File: src/rtl/bcd_entry_pkg.sv
// +--------------------------------------------------------------------------+
// | bcd_entry_pkg: shared types and constants for bcd_entry_to_binary         |
// | Revision: 1.0                                                            |
// +--------------------------------------------------------------------------+
`default_nettype none

package bcd_entry_pkg;

  typedef enum logic [0:0] {
    ENTRY = 1'b0,
    CONV  = 1'b1
  } state_e;

  localparam logic [3:0] BCD_MAX = 4'd9;

  // Bits needed to hold any value of num_digits decimal digits.
  function automatic int acc_width(input int num_digits);
    longint p;
    p = 1;
    for (int i = 0; i < num_digits; i++) begin
      p = p * 10;
    end
    return $clog2(p);
  endfunction

endpackage

`default_nettype wire

File: src/rtl/bcd_mac_step.sv
// +--------------------------------------------------------------------------+
// | bcd_mac_step: combinational acc*10 + digit using shift-add only           |
// | Revision: 1.0                                                            |
// +--------------------------------------------------------------------------+
`default_nettype none

module bcd_mac_step #(
  parameter int ACC_W = 10
) (
  input  logic [ACC_W-1:0] acc,
  input  logic [3:0]       digit,
  output logic [ACC_W-1:0] result
);

  assign result = (acc << 3) + (acc << 1) + ACC_W'(digit);

endmodule

`default_nettype wire

File: src/rtl/bcd_entry_to_binary.sv
// +--------------------------------------------------------------------------+
// | bcd_entry_to_binary: serial decimal digit entry, converted to binary      |
// | Revision: 1.0                                                            |
// +--------------------------------------------------------------------------+
`default_nettype none

module bcd_entry_to_binary
  import bcd_entry_pkg::*;
#(
  parameter int NUM_DIGITS = 3,
  parameter int OUT_W      = 8
) (
  input  logic                              clk,
  input  logic                              reset,
  input  logic [3:0]                        digit_in,
  input  logic                              digit_valid,
  output logic                              digit_ready,
  input  logic                              commit,
  input  logic                              clear,
  output logic [$clog2(NUM_DIGITS+1)-1:0]   digit_count,
  output logic [OUT_W-1:0]                  value,
  output logic                              value_valid,
  output logic                              overflow,
  output logic                              digit_err
);

  localparam int ACC_W = acc_width(NUM_DIGITS);
  localparam int CNT_W = $clog2(NUM_DIGITS + 1);
  localparam int IDX_W = (NUM_DIGITS > 1) ? $clog2(NUM_DIGITS) : 1;
  localparam int CMP_W = ((ACC_W > OUT_W) ? ACC_W : OUT_W) + 1;
  localparam logic [IDX_W-1:0] MSD_IDX = IDX_W'(NUM_DIGITS - 1);

  state_e             state, state_next;
  logic [3:0]         slots [NUM_DIGITS];
  logic [IDX_W-1:0]   idx;
  logic [ACC_W-1:0]   acc;
  logic [ACC_W-1:0]   mac_result;
  logic [CMP_W-1:0]   result_ext;
  logic [CMP_W-1:0]   limit;
  logic               over;
  logic               offered;
  logic               accept;
  logic               bad_digit;
  logic               last_step;

  assign digit_ready = (state == ENTRY) && (digit_count < CNT_W'(NUM_DIGITS));
  assign offered     = digit_valid && digit_ready && !clear;
  assign accept      = offered && (digit_in <= BCD_MAX);
  assign bad_digit   = offered && (digit_in > BCD_MAX);
  assign last_step   = (state == CONV) && (idx == '0);

  bcd_mac_step #(
    .ACC_W (ACC_W)
  ) u_mac (
    .acc    (acc),
    .digit  (slots[idx]),
    .result (mac_result)
  );

  assign result_ext = CMP_W'(mac_result);
  assign limit      = CMP_W'({OUT_W{1'b1}});
  assign over       = result_ext > limit;

  always_ff @(posedge clk) begin
    if (reset) begin
      state <= ENTRY;
    end else begin
      state <= state_next;
    end
  end

  always_comb begin
    state_next = state;
    case (state)
      ENTRY:   if (commit)    state_next = CONV;
      CONV:    if (last_step) state_next = ENTRY;
      default:                state_next = ENTRY;
    endcase
    if (clear) begin
      state_next = ENTRY;
    end
  end

  always_ff @(posedge clk) begin
    if (reset) begin
      for (int i = 0; i < NUM_DIGITS; i++) begin
        slots[i] <= '0;
      end
      digit_count <= '0;
      idx         <= '0;
      acc         <= '0;
      value       <= '0;
      overflow    <= 1'b0;
      value_valid <= 1'b0;
      digit_err   <= 1'b0;
    end else begin
      value_valid <= 1'b0;
      digit_err   <= 1'b0;
      if (clear) begin
        for (int i = 0; i < NUM_DIGITS; i++) begin
          slots[i] <= '0;
        end
        digit_count <= '0;
        value       <= '0;
        overflow    <= 1'b0;
      end else if (state == CONV) begin
        acc <= mac_result;
        idx <= idx - 1'b1;
        if (last_step) begin
          value       <= over ? {OUT_W{1'b1}} : OUT_W'(result_ext);
          overflow    <= over;
          value_valid <= 1'b1;
          for (int i = 0; i < NUM_DIGITS; i++) begin
            slots[i] <= '0;
          end
          digit_count <= '0;
        end
      end else begin
        // A digit accepted alongside commit lands in the LSD before CONV reads it.
        if (accept) begin
          slots[0] <= digit_in;
          for (int i = 1; i < NUM_DIGITS; i++) begin
            slots[i] <= slots[i-1];
          end
          digit_count <= digit_count + 1'b1;
        end
        if (bad_digit) begin
          digit_err <= 1'b1;
        end
        if (commit) begin
          acc <= '0;
          idx <= MSD_IDX;
        end
      end
    end
  end

endmodule

`default_nettype wire

File: config.mk
export PLATFORM = sky130hd
export DESIGN_NAME = bcd_entry_to_binary
export DESIGN_NICKNAME = d
export VERILOG_FILES = /design/src/rtl/bcd_entry_pkg.sv /design/src/rtl/bcd_mac_step.sv /design/src/rtl/bcd_entry_to_binary.sv
export SDC_FILE = /design/constraint.sdc
export NUM_CORES = 1
export LEC_CHECK = 0
export CAP_MARGIN = 15
export CORE_ASPECT_RATIO = 1.2
export CORE_MARGIN = 2
export CORE_UTILIZATION = 50
export DETAILED_ROUTE_END_ITERATION = 16
export GPL_ROUTABILITY_DRIVEN = 1
export HOLD_SLACK_MARGIN = 0.1
export PLACE_DENSITY = 0.84
export SLEW_MARGIN = 5
export SYNTH_ARGS = -nofsm -noshare
export SYNTH_HDL_FRONTEND = slang
export SYNTH_SLANG_ARGS = --single-unit
File: constraint.sdc
create_clock -name clk -period 2.6 [get_ports clk]
set_clock_uncertainty 0.05 [all_clocks]
set_input_delay 0.39 -clock clk [delete_from_list [all_inputs] [get_ports clk]]
set_output_delay 0.39 -clock clk [all_outputs]
set_load 0.02 [all_outputs]
Run 1, metal 1:
Scale: 6 px per um. Supply wires on this layer in grey.
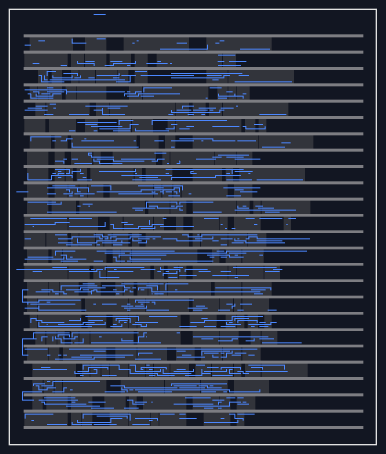
- share of all routed wire: 42%
- main direction: horizontal
- longest straight run: 31.3 um
- wire length on this layer: 1770 um

Run 1, metal 2:
Scale: 6 px per um.
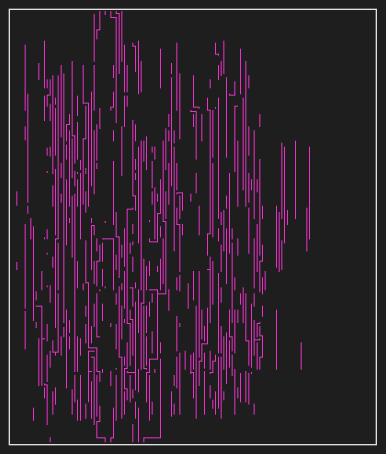
- nets with wire on the layer: 222
- main direction: vertical
- longest straight run: 41.5 um
- wire length on this layer: 2150 um
- share of all routed wire: 51%

Run 1, met3 routing:
Scale: 8 px per um.
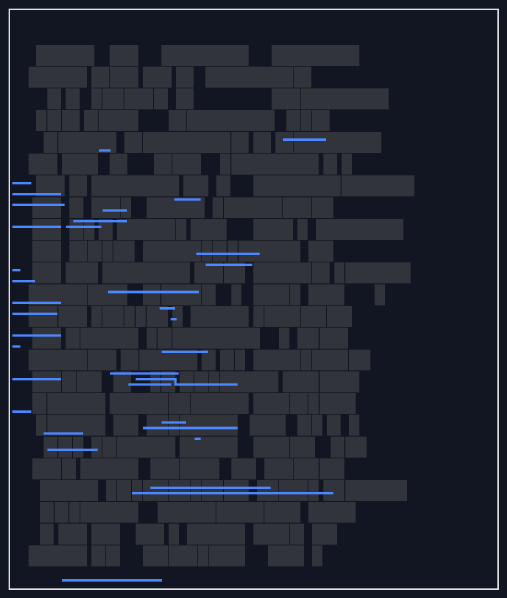
- share of all routed wire: 4.9%
- wire length on this layer: 206 um

==> qor.yml, run 1 <==
run_status:
  status: "finished with violations"
  violations: "negative setup slack"
routing:
  wl_met2_mm: 2.15
  highest_layer: "met4"
  drc: 0
  ant_nets: 0
  via_per_inst: 5.57
  m1WireLength_mm: 1.77
  wl_mm: 4.22
  num_vias: 1559
  wire_per_inst_um: 15.1
  dr_wl_met3_um: 205
  drtPass1Iterations: 5
power_and_ir_drop:
  p_int_mw: 0.977
  power_frac_seq_pct: 52.0
  pwr-share-clk_pct: 39.2
  vdd_drop_max_mv: 0.599
  p_sw_mw: 0.297
  leakage_nw: 0.989
  power.total_mw: 1.27
  swShare_pct: 23.3
setup_path:
  crit_type: "flip-flop to flip-flop"
  arrival_ns: 2.95
  cp-end-kind: "flip-flop"
  worstReg2RegStart: "slots[0][3]"
  cp_max_fo: 5
  cp-startpoint: "slots[0][3]"
  crit_slowest_cell: "fa_1"
  crit_path_frequent_cell: "a21oi_2"
  required_ns: 2.78
  rr_endpoint: "value[6]"
  cp.depth: 11
  cp-endpoint: "value[6]"
  cp_cell_sequence: "mux2i_1 > nor2_1 > a21oi_2 > fa_1 > fa_2 > nor2b_4 > o31ai_4 > a21oi_2 > xor2_2 > a21oi_4 > a21oi_2"
  critical-path-top-delay-family: "adder cells"
timing:
  hold_viol_final: 0
  tns_ns: -1.44
  max_freq_ghz: 0.361
  slew_headroom_pct: 61.2
  worst_hold_slack_ns: 0.430
  slew_viol_final: 0
  finalSetupViolCount: 10
  layout_setup_ws_ns: -0.170
  post-route-period-util_pct: 107
min_path:
  hp-start: "acc[2]"
  holdCritPathClass: "flip-flop to flip-flop"
  hold_path_end: "acc[2]"
  worstHoldPathCells: 2
yosys:
  top_cell: "dfxtp_1"
  ys_sh_aoi_pct: 15.3
  yosys_cells: 199
  synth_seq_share_pct: 46.3
  ys_async_sr_fraction_pct: 0
  yosys_warnings: 0
  ys_sh_mux_pct: 2.57
  fp_nets: 226
  edf_count: 12
  avgSynthCellArea_um2: 9.77
  synth-xor-area-share_pct: 3.09
  ys_top_cells_by_area: "dfxtp_1 (28%), edfxtp_1 (19%), ha_1 (10%)"
  netlist_area_mm2: 0.00194
  logic_family: "simple AND/OR/NAND/NOR gates"
  syn_inst: 199
  top_area_share_pct: 27.8
clocking:
  clk_latency_ns: 0.30
  h-tree-depth: 2
  cts_tree: "done"
  clockBufferDepth: 2
  cts_buffers: 5
  cts_root_buf: "clkbuf_8"
global_routing:
  use_met1_pct: 25.5
  grt_pass1_vias: 1525
  grt_max_degree: 13
  grtUsageMet2_pct: 36.6
  met3_usage_pct: 3.03
cells_and_area:
  areaGrowthSynthToFinish_pct: 24.4
  top_register: "slots"
  drive_gt1_share_pct: 15.4
  largest_reg_flops: 12
  fin_cells: 280
  lay_top_cells: "dfxtp_1 (26), nor2_1 (25), clkdlybuf4s50_1 (22)"
  nets: 254
die:
  pin_count: 23
  initial_core_util_pct: 52.6
  core_mm2: 0.00369
  die_y_um: 72.3
placed_design:
  portBuffers: 22
  gp_congestion: 0.764
flow_run:
  warning_count: 28
[run 1: cell families (layout without fill, tap and decap cells)]
logic type      count (synthesis)  after routing
fa+ha+maj                      18             18
simple gates                   66             66
compound gates                 49             50
mux                             5              5
xor+xnor                        6              6
flops                          39             39
buf+inv                        16             44
[run 1: power by group through the flow]
stage	clock network [mW]	registers, mW	logic (mW)
after floorplan	0	0.674	0.0609
after global placement	0	0.674	0.102
after detailed placement	0	0.675	0.107
after CTS	0.498	0.662	0.109
after global routing	0.518	0.665	0.122
final	0.500	0.662	0.112
[run 1: cell type report]
type	instances	area (um2)
multi-input cells	145	1050
fillers	278	1270
well taps	52	65.1
clock buffers	5	68.8
clock inverters	3	38.8
inverters	8	30.0
flip-flops and latches	39	902
repair buffers	28	265
Run 1, routing congestion:
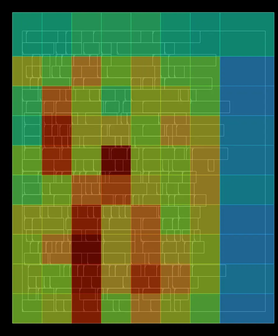

## Run 2: what changed since run 1
--- a/config.mk
+++ b/config.mk
@@ -9,6 +9,7 @@
 export CORE_ASPECT_RATIO = 1.2
 export CORE_MARGIN = 2
 export CORE_UTILIZATION = 50
+export CTS_BUF_LIST = sky130_fd_sc_hd__clkbuf_16
 export DETAILED_ROUTE_END_ITERATION = 16
 export GPL_ROUTABILITY_DRIVEN = 1
 export HOLD_SLACK_MARGIN = 0.1
Run 2, routing congestion:
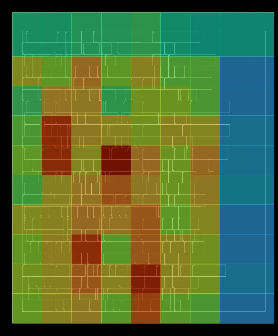
met1 GRT Util: 26.0%
All-Layer GR Usage: 21.9%
GR Util met3: 3.39%
global routing's busiest layer: met2
met2 Resource Use GR: 37.6%

Run 2, met3 routing:
Scale: 8 px per um.
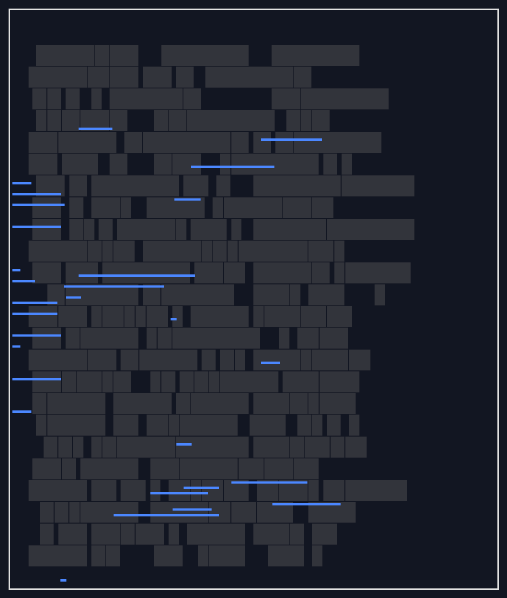
- wire length on this layer: 150 um
- share of all routed wire: 3.5%
- main direction: horizontal
- nets with wire on the layer: 22

Run 2, metal 2:
Scale: 6 px per um.
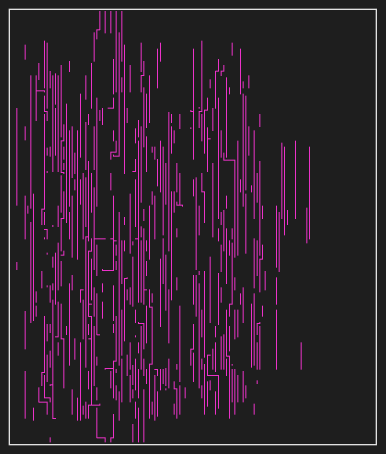
- main direction: vertical
- nets with wire on the layer: 222
- longest straight run: 26.9 um
- share of all routed wire: 51%

==> run 2 against run 1 <==
Against the previous run:
- the flow still finishes with violations (negative setup slack)
- sequential share of layout area shrank 0.62 points
- critical path depth is the same
- die size is the same
- sequential power is essentially flat
- largest cell class unchanged
- largest power group is now clock
- critical path type unchanged
- critical endpoint is now value[3]
- cell count is the same
- worst setup slack gained 0.041 ns
==> qor.yml, run 2 <==
die:
  core_mm2: 0.00369  # unchanged
  die_y_um: 72.3  # unchanged
  pin_count: 23  # unchanged
setup_path:
  worstReg2RegStart: "slots[0][3]"
  cp-startpoint: "slots[0][3]"
  cp_cell_sequence: "mux2i_1 > nor2_1 > a21oi_2 > fa_1 > fa_2 > nor2b_4 > o31ai_4 > a21oi_2 > xor2_2 > a21oi_4 > a31oi_1"
  arrival_ns: 2.83  # -0.12 ns
  cp_max_fo: 5  # unchanged
  crit_path_frequent_cell: "a21oi_2"
  crit_slowest_cell: "fa_1"
  required_ns: 2.70  # -0.08 ns
  cp.depth: 11  # unchanged
  critical-path-top-delay-family: "adder cells"
yosys:
  top_cell: "dfxtp_1"
  logic_family: "simple AND/OR/NAND/NOR gates"
  fp_nets: 226  # unchanged
  netlist_area_mm2: 0.00194  # unchanged
  syn_inst: 199  # unchanged
  ys_top_cells_by_area: "dfxtp_1 (28%), edfxtp_1 (19%), ha_1 (10%)"
  synth-xor-area-share_pct: 3.09  # unchanged
  yosys_cells: 199  # unchanged
cells_and_area:
  nets: 254  # unchanged
  largest_reg_flops: 12  # unchanged
  area.sequential_um2: 905  # +0.28%
  combGateArea_mm2: 0.00104  # -1.1%
  fin_cells: 280  # unchanged
  fill_cells: 263  # -5.4%
  top_register: "slots"
  lay_top_cells: "dfxtp_1 (26), nor2_1 (25), clkdlybuf4s50_1 (22)"
routing:
  wl_mm: 4.24  # +0.31%
  via_per_inst: 5.54  # -0.51%
  ant_nets: 0  # unchanged
  dr_wl_met3_um: 149  # -27%
power_and_ir_drop:
  p_seq_mw: 0.662  # about the same
  power.total_mw: 1.46  # +15%
  leakage_nw: 1.00  # +1.6%
  p_comb_mw: 0.112  # about the same
  swShare_pct: 21.7  # -1.6 points
  p_int_mw: 1.14  # +17%
  p_sw_mw: 0.317  # +6.9%
  pwr-share-clk_pct: 47.0  # +7.8 points
timing:
  finalSetupViolCount: 10  # unchanged
  slew_headroom_pct: 60.4  # -0.78 points
  layout_setup_ws_ns: -0.128  # +0.0415 ns
  max_freq_ghz: 0.367  # +1.5%
clocking:
  cts_buffers: 5  # unchanged
  cts_root_buf: "clkbuf_16"
  clockBufferDepth: 2  # unchanged
run_status:
  violations: "negative setup slack"
  status: "finished with violations"
min_path:
  holdCritPathClass: "flip-flop to flip-flop"
  hp-start: "acc[2]"
  hold_path_end: "acc[2]"
  worstHoldPathCells: 2  # unchanged
placed_design:
  gp_congestion: 0.764  # unchanged
global_routing:
  grt_pass1_vias: 1540  # +0.98%
[run 2: timing repair]
| item | CTS | global route |
|---|---|---|
| buffers inserted | 0 | 3 |
| setup endpoints to repair | 11 | 13 |
| pin swaps | 8 | 6 |
| resized | 4 | 9 |
| gates cloned | 1 | 0 |
[run 2: kinds of logic after synthesis]
group,count (synthesis)
AND-OR/OR-AND,49
XOR/XNOR,6
adder cells (fa/ha/maj),18
buffers and inverters,16
flip-flops,39
multiplexers,5
AND/OR/NAND/NOR,66
[run 2: layout make-up]
type / instances / area share [%]
clock buffer: 5 / 5.07
clock inverter: 3 / 1.57
inverter: 8 / 1.22
multi-input combinational: 145 / 42.1
sequential: 39 / 36.7
tap: 52 / 2.64
timing repair buffer: 28 / 10.8
Power figures rest on the tool's default switching activity, not on a simulated workload.
